$ cat config.mk
export PLATFORM = sky130hd
export DESIGN_NAME = ripple_carry_adder_8bit
export DESIGN_NICKNAME = d
export VERILOG_FILES = /design/src/rtl/adder_pkg.sv /design/src/rtl/full_adder.sv /design/src/rtl/ripple_carry_adder_8bit.sv
export SDC_FILE = /design/constraint.sdc
export NUM_CORES = 1
export LEC_CHECK = 0
export CAP_MARGIN = 25
export CORE_MARGIN = 5
export CORE_UTILIZATION = 34
export CTS_BUF_LIST = sky130_fd_sc_hd__clkbuf_16
export DETAILED_ROUTE_END_ITERATION = 6
export PLACE_DENSITY = 0.71
export SLEW_MARGIN = 40
export SYNTH_ARGS = -nofsm -noshare
export SYNTH_HDL_FRONTEND = slang
export SYNTH_SLANG_ARGS = --single-unit
$ cat constraint.sdc
create_clock -name clk -period 0.9 [get_ports clk]
set_clock_uncertainty 0.15 [all_clocks]
set_input_delay 0.27 -clock clk [delete_from_list [all_inputs] [get_ports clk]]
set_output_delay 0.27 -clock clk [all_outputs]
set_load 0.05 [all_outputs]
$ cat src/rtl/adder_pkg.sv
// -----------------------------------------------------------------------------
// adder_pkg
//   Shared constants for the ripple-carry adder slice.
//
//   ADDER_WIDTH : default operand/sum width used by ripple_carry_adder_8bit.
// -----------------------------------------------------------------------------
package adder_pkg;

    localparam int ADDER_WIDTH = 8;

endpackage : adder_pkg

$ cat src/rtl/full_adder.sv
// -----------------------------------------------------------------------------
// full_adder
//   One-bit combinational full adder; the building block of the ripple chain.
//
//   Ports
//     a, b : operand bits
//     cin  : carry in from the next-lower bit
//     s    : sum bit        = a ^ b ^ cin
//     cout : carry out      = majority(a, b, cin)
// -----------------------------------------------------------------------------
module full_adder (
    input  logic a,
    input  logic b,
    input  logic cin,
    output logic s,
    output logic cout
);

    assign s    = a ^ b ^ cin;
    assign cout = (a & b) | (a & cin) | (b & cin);

endmodule : full_adder

$ cat src/rtl/ripple_carry_adder_8bit.sv
// -----------------------------------------------------------------------------
// ripple_carry_adder_8bit
//   Registered WIDTH-bit ripple-carry adder. The carry travels bit-serially
//   through a chain of full_adder cells; the sum, carry out and two's-complement
//   overflow are captured one cycle after the operands are presented with
//   in_valid high. Outputs hold between valid results.
//
//   Ports
//     clk       : clock, all state updates on the rising edge
//     rst       : asynchronous active-high reset, clears all outputs
//     in1, in2  : WIDTH-bit operands (unsigned or two's complement)
//     c_in      : carry into bit 0
//     in_valid  : operands are sampled on edges where this is high
//     sum       : registered sum bits
//     c_out     : registered carry out of the top bit
//     overflow  : registered two's-complement overflow flag
//     out_valid : high for exactly the cycle after a sampled operand set
// -----------------------------------------------------------------------------
module ripple_carry_adder_8bit
    import adder_pkg::*;
#(
    parameter int WIDTH = ADDER_WIDTH
) (
    input  logic             clk,
    input  logic             rst,
    input  logic [WIDTH-1:0] in1,
    input  logic [WIDTH-1:0] in2,
    input  logic             c_in,
    input  logic             in_valid,
    output logic [WIDTH-1:0] sum,
    output logic             c_out,
    output logic             overflow,
    output logic             out_valid
);

    // Signed overflow occurs exactly when the carry into the sign bit differs
    // from the carry out of it.
    function automatic logic ovf_flag(input logic carry_into_msb,
                                      input logic carry_out_msb);
        return carry_into_msb ^ carry_out_msb;
    endfunction

    // Stage p0: combinational ripple chain, carry_p0[i] is the carry into bit i
    logic [WIDTH:0]   carry_p0;
    logic [WIDTH-1:0] sum_p0;

    assign carry_p0[0] = c_in;

    for (genvar i = 0; i < WIDTH; i++) begin : g_chain
        full_adder u_fa (
            .a    (in1[i]),
            .b    (in2[i]),
            .cin  (carry_p0[i]),
            .s    (sum_p0[i]),
            .cout (carry_p0[i+1])
        );
    end

    // Stage p1: output registers; data only loads on a valid sample so that
    // the previous result stays visible through idle cycles.
    always_ff @(posedge clk or posedge rst) begin
        if (rst) begin
            sum       <= '0;
            c_out     <= 1'b0;
            overflow  <= 1'b0;
            out_valid <= 1'b0;
        end else begin
            out_valid <= in_valid;
            if (in_valid) begin
                sum      <= sum_p0;
                c_out    <= carry_p0[WIDTH];
                overflow <= ovf_flag(carry_p0[WIDTH-1], carry_p0[WIDTH]);
            end
        end
    end

endmodule : ripple_carry_adder_8bit

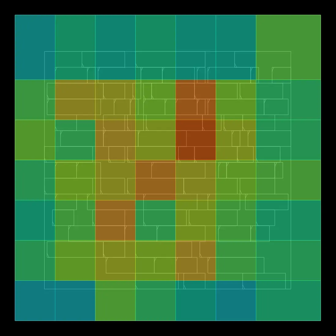
Figure 1: congestion heat map.
global routing usage summed across all routing layers: 13.12%
met2 layer usage reported by global route: 21.69%
highest-utilization routing layer at the global route stage: met2
met3 track demand over resource: 3.419%
met1 track demand over resource in global routing: 16.16%

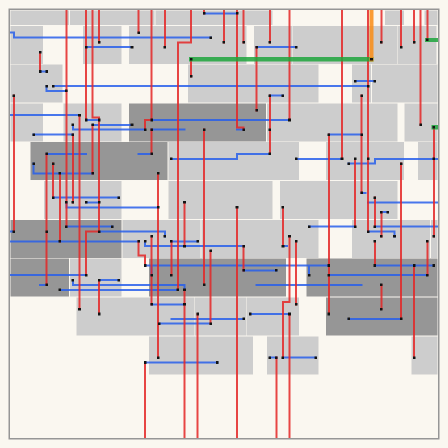
Figure 2: layout detail.
Region (11, 1) to (41, 31) um. Cells in gray, sequential cells in the stronger gray; small squares are vias.
Orange stands for met4. Red stands for met2. Green stands for met3. Blue stands for met1.
Netlist names of flops here include sum (6). Sequential cells in the window: 6. Most frequent: dfrtp_2 (6), fa_2 (5). 31 logic cells have their middle in the window.

==> PnR_summary.wiki <==
== Metrics ==
{| class="wikitable"
! Metric !! Value
|-
| Average footprint of a synthesized cell || 14.63 sq um
|-
| Post-Route WL || approximately 1600 um
|-
| Total power of the final layout || around 2.8 mW
|-
| TritonCTS buffer count || 3
|-
| Final design instance area without fill || 1314 sq um
|-
| Post-synthesis share of cell area spent on full adders, half adders and majority gates || roughly a quarter
|-
| Share of layout cells above drive strength 1 || 71.43%
|-
| Area of the multi-input gates || 332.8 sq um
|-
| Sequential power || about 730 uW
|-
| Total clock sinks || 11
|-
| Sequential share of power || 25.8%
|-
| Wire length per cell after detailed routing || 14.64 um
|-
| Final cell count without fillers || around 110
|-
| Summed instance area of the synthesized netlist || 614.3 sq um
|-
| Clock network power || 804 uW
|-
| Post-detailed-route via-to-cell ratio || ~4.2
|-
| Maximum Capacitance Violations || 0
|-
| Setup Crit Path Kind || input port to flop
|-
| Data required time at the worst endpoint || approximately 0.87 ns
|-
| Leading area contributor after synthesis || sky130_fd_sc_hd__dfrtp_1
|-
| Antenna diodes || 0
|-
| Final setup violation count || 21
|-
| Most common cell type on the critical path || sky130_fd_sc_hd__fa_2
|-
| Count of nets after finishing || between 100 and 150
|-
| Num tapcells || 25
|-
| Slowest cell on the critical path || sky130_fd_sc_hd__fa_2
|-
| Post-synth EDFFs || 0
|-
| Power per unit of standard cell area || about 2100 nW/um^2
|-
| Number of synthesized register bits || 11
|-
| Via count of the routed design || around 460
|-
| Register bank with the most flops || sum
|-
| Layout Area Growth over Synthesis || 113.8%
|-
| Clk ins delay skew pair || between 0.2 and 0.25 ns
|-
| Maximum clock frequency || 297.5 MHz
|-
| FP Core Util || between 30 and 40%
|-
| CP Capture Point || overflow$_DFFE_PP0P_
|-
| Aoi/oai-family share of the synthesized area || about 1.6%
|-
| Simple-Gate Area Share || between 1 and 1.5%
|-
| DRC violation count after routing || 0
|-
| WL met3 || around 88 um
|-
| Crit. End Element || flop
|-
| PortBufs || 30
|-
| Yosys stat cell total || roughly 42
|-
| DP Area || between 1000 and 1500 sq um
|-
| Floorplan row count || 15
|-
| Post-synthesis cell type count || 10
|-
| Die area || approximately 2800 sq um
|-
| Leading cell types by total area after synthesis || sky130_fd_sc_hd__dfrtp_1 45%, sky130_fd_sc_hd__fa_1 26%, sky130_fd_sc_hd__mux2_4 12%, sky130_fd_sc_hd__inv_1 5.5%, sky130_fd_sc_hd__mux2_2 3.7%
|-
| Worst IR Drop VDD || 0.001418 V
|-
| Async set-or-reset flop fraction in the synthesized netlist || 100.0%
|-
| Data arrival at the endpoint of the critical path || ~3.3 ns
|-
| Total number of yosys warnings || 0
|-
| Leak || between 0.5 and 0.6 nW
|-
| Commonest non-fill, non-tap cells in the layout || 13 x sky130_fd_sc_hd__clkdlybuf4s50_1, 13 x sky130_fd_sc_hd__buf_12, 10 x sky130_fd_sc_hd__dfrtp_2, 8 x sky130_fd_sc_hd__fa_2, 6 x sky130_fd_sc_hd__mux2_4
|-
| WL met1 || between 600 and 700 um
|-
| Layout non-clock buf frac || between 40% and 50%
|-
| Clock network share of area || 6.000%
|-
| Wire length of the first global-routing pass || around 2500 um
|-
| Final Util || between 70% and 80%
|-
| Max FFs per register || 8
|-
| Biggest cell category by area in the final layout || non-clock buffers
|-
| Yosys stat area || 614.3 sq um
|-
| Type of the worst min-delay path || input port to asynchronous set/reset pin
|-
| End of the worst register-to-register path || sum[6]$_DFFE_PP0P_
|-
| Multi-input comb cells || 21
|-
| Worst Slack Setup Final || -2.462 ns
|-
| Shortest clock period the worst path allows after layout || between 3 and 4 ns
|-
| Sw frac || ~32%
|-
| Top layer reached by signal wires || met4
|-
| Critical path depth in cells || 14
|-
| Slew @ Worst Pin || about 0.12 ns
|-
| Core Footprint || 1727 sq um
|-
| Top power group || combinational cells
|-
| Placer Congestion || between 0.6 and 0.7
|-
| Pins Over Slew Limit || 0
|-
| Largest driver fanout on the critical path || 2
|-
| Syn Nets || 70
|-
| Pre-CTS setup slack || -3.206 ns
|-
| Chip width || between 50 and 60 um
|-
| Register Area || around 290 sq um
|-
| Biggest combinational cell group after synthesis || adder cells
|-
| Area share of the leading cell type in the synthesized netlist || between 40% and 50%
|-
| Share of synthesized area spent on multiplexers || between 15 and 20%
|-
| Clock buffer depth || 2
|-
| Number of placed instances with taps included || around 100
|-
| Detailed-router iteration count before antenna repair || 4
|-
| Worst reg2reg startpoint || sum[6]$_DFFE_PP0P_
|-
| Fraction of area in multi-input gates || between 20% and 30%
|-
| Setup slack on the worst flop-to-flop path || -0.18 ns
|-
| Number of violations reported at the end of detailed-routing iteration 0 || 1
|-
| Combinational cell fraction of total power || about 46%
|-
| Delay of the slowest cell on the worst path || approximately 0.36 ns
|-
| Unrepaired setup endpoints after global routing || yes
|-
| Share of the yosys chip area belonging to registers || between 40 and 50%
|-
| Total of clock buffers placed in the layout || 3
|-
| Sequential cell count of the final layout || 11
|-
| Tightest hold margin || about 0.18 ns
|-
| CTS tree || done
|-
| H-tree Lvls || 1
|-
| Number of endpoints with negative hold slack in the final report || 0
|-
| Dominant cell by count in the synthesized netlist || sky130_fd_sc_hd__dfrtp_1
|-
| Outcome || complete, but fails checks
|-
| Post-Synth XOR/XNOR Area || around 1.4%
|-
| Failing checks || setup timing
|-
| Inverter count of the layout excluding clock inverters || 9
|-
| Post-synth top cells || 11 x sky130_fd_sc_hd__dfrtp_1, 9 x sky130_fd_sc_hd__inv_1, 8 x sky130_fd_sc_hd__fa_1
|-
| Predominant post-synthesis flop cell || sky130_fd_sc_hd__dfrtp_1
|-
| Antenna-violating nets left || 0
|-
| CP delay by family, top || adder cells
|-
| Seq area share || between 20% and 30%
|-
| Buffers and inverters on the worst path || 4
|-
| Number of warnings in the stage logs || 29
|-
| Count of cells along the worst register-to-register path || 2
|-
| Total congestion overflow after global routing || 0
|-
| CTS hold repair buffers || 0
|-
| Start point of the critical path || in1[0]
|-
| Vertical extent of the die || approximately 53 um
|-
| Power Internal || ~1.9 mW
|-
| Ports || 31
|-
| Initial antenna violation count || 0
|-
| Gate count of the mapped netlist || 42
|-
| Tightest slew margin relative to the limit || just over 90%
|-
| Buffer count from post-CTS setup fixing || 4
|-
| Worst Setup Start Kind || input port
|-
| Total net switching power || 905.1 uW
|-
| Worst-path clk slew || roughly 0.05 ns
|-
| Final period utilization || 373.5%
|}
Power and IR drop assume default switching activity.
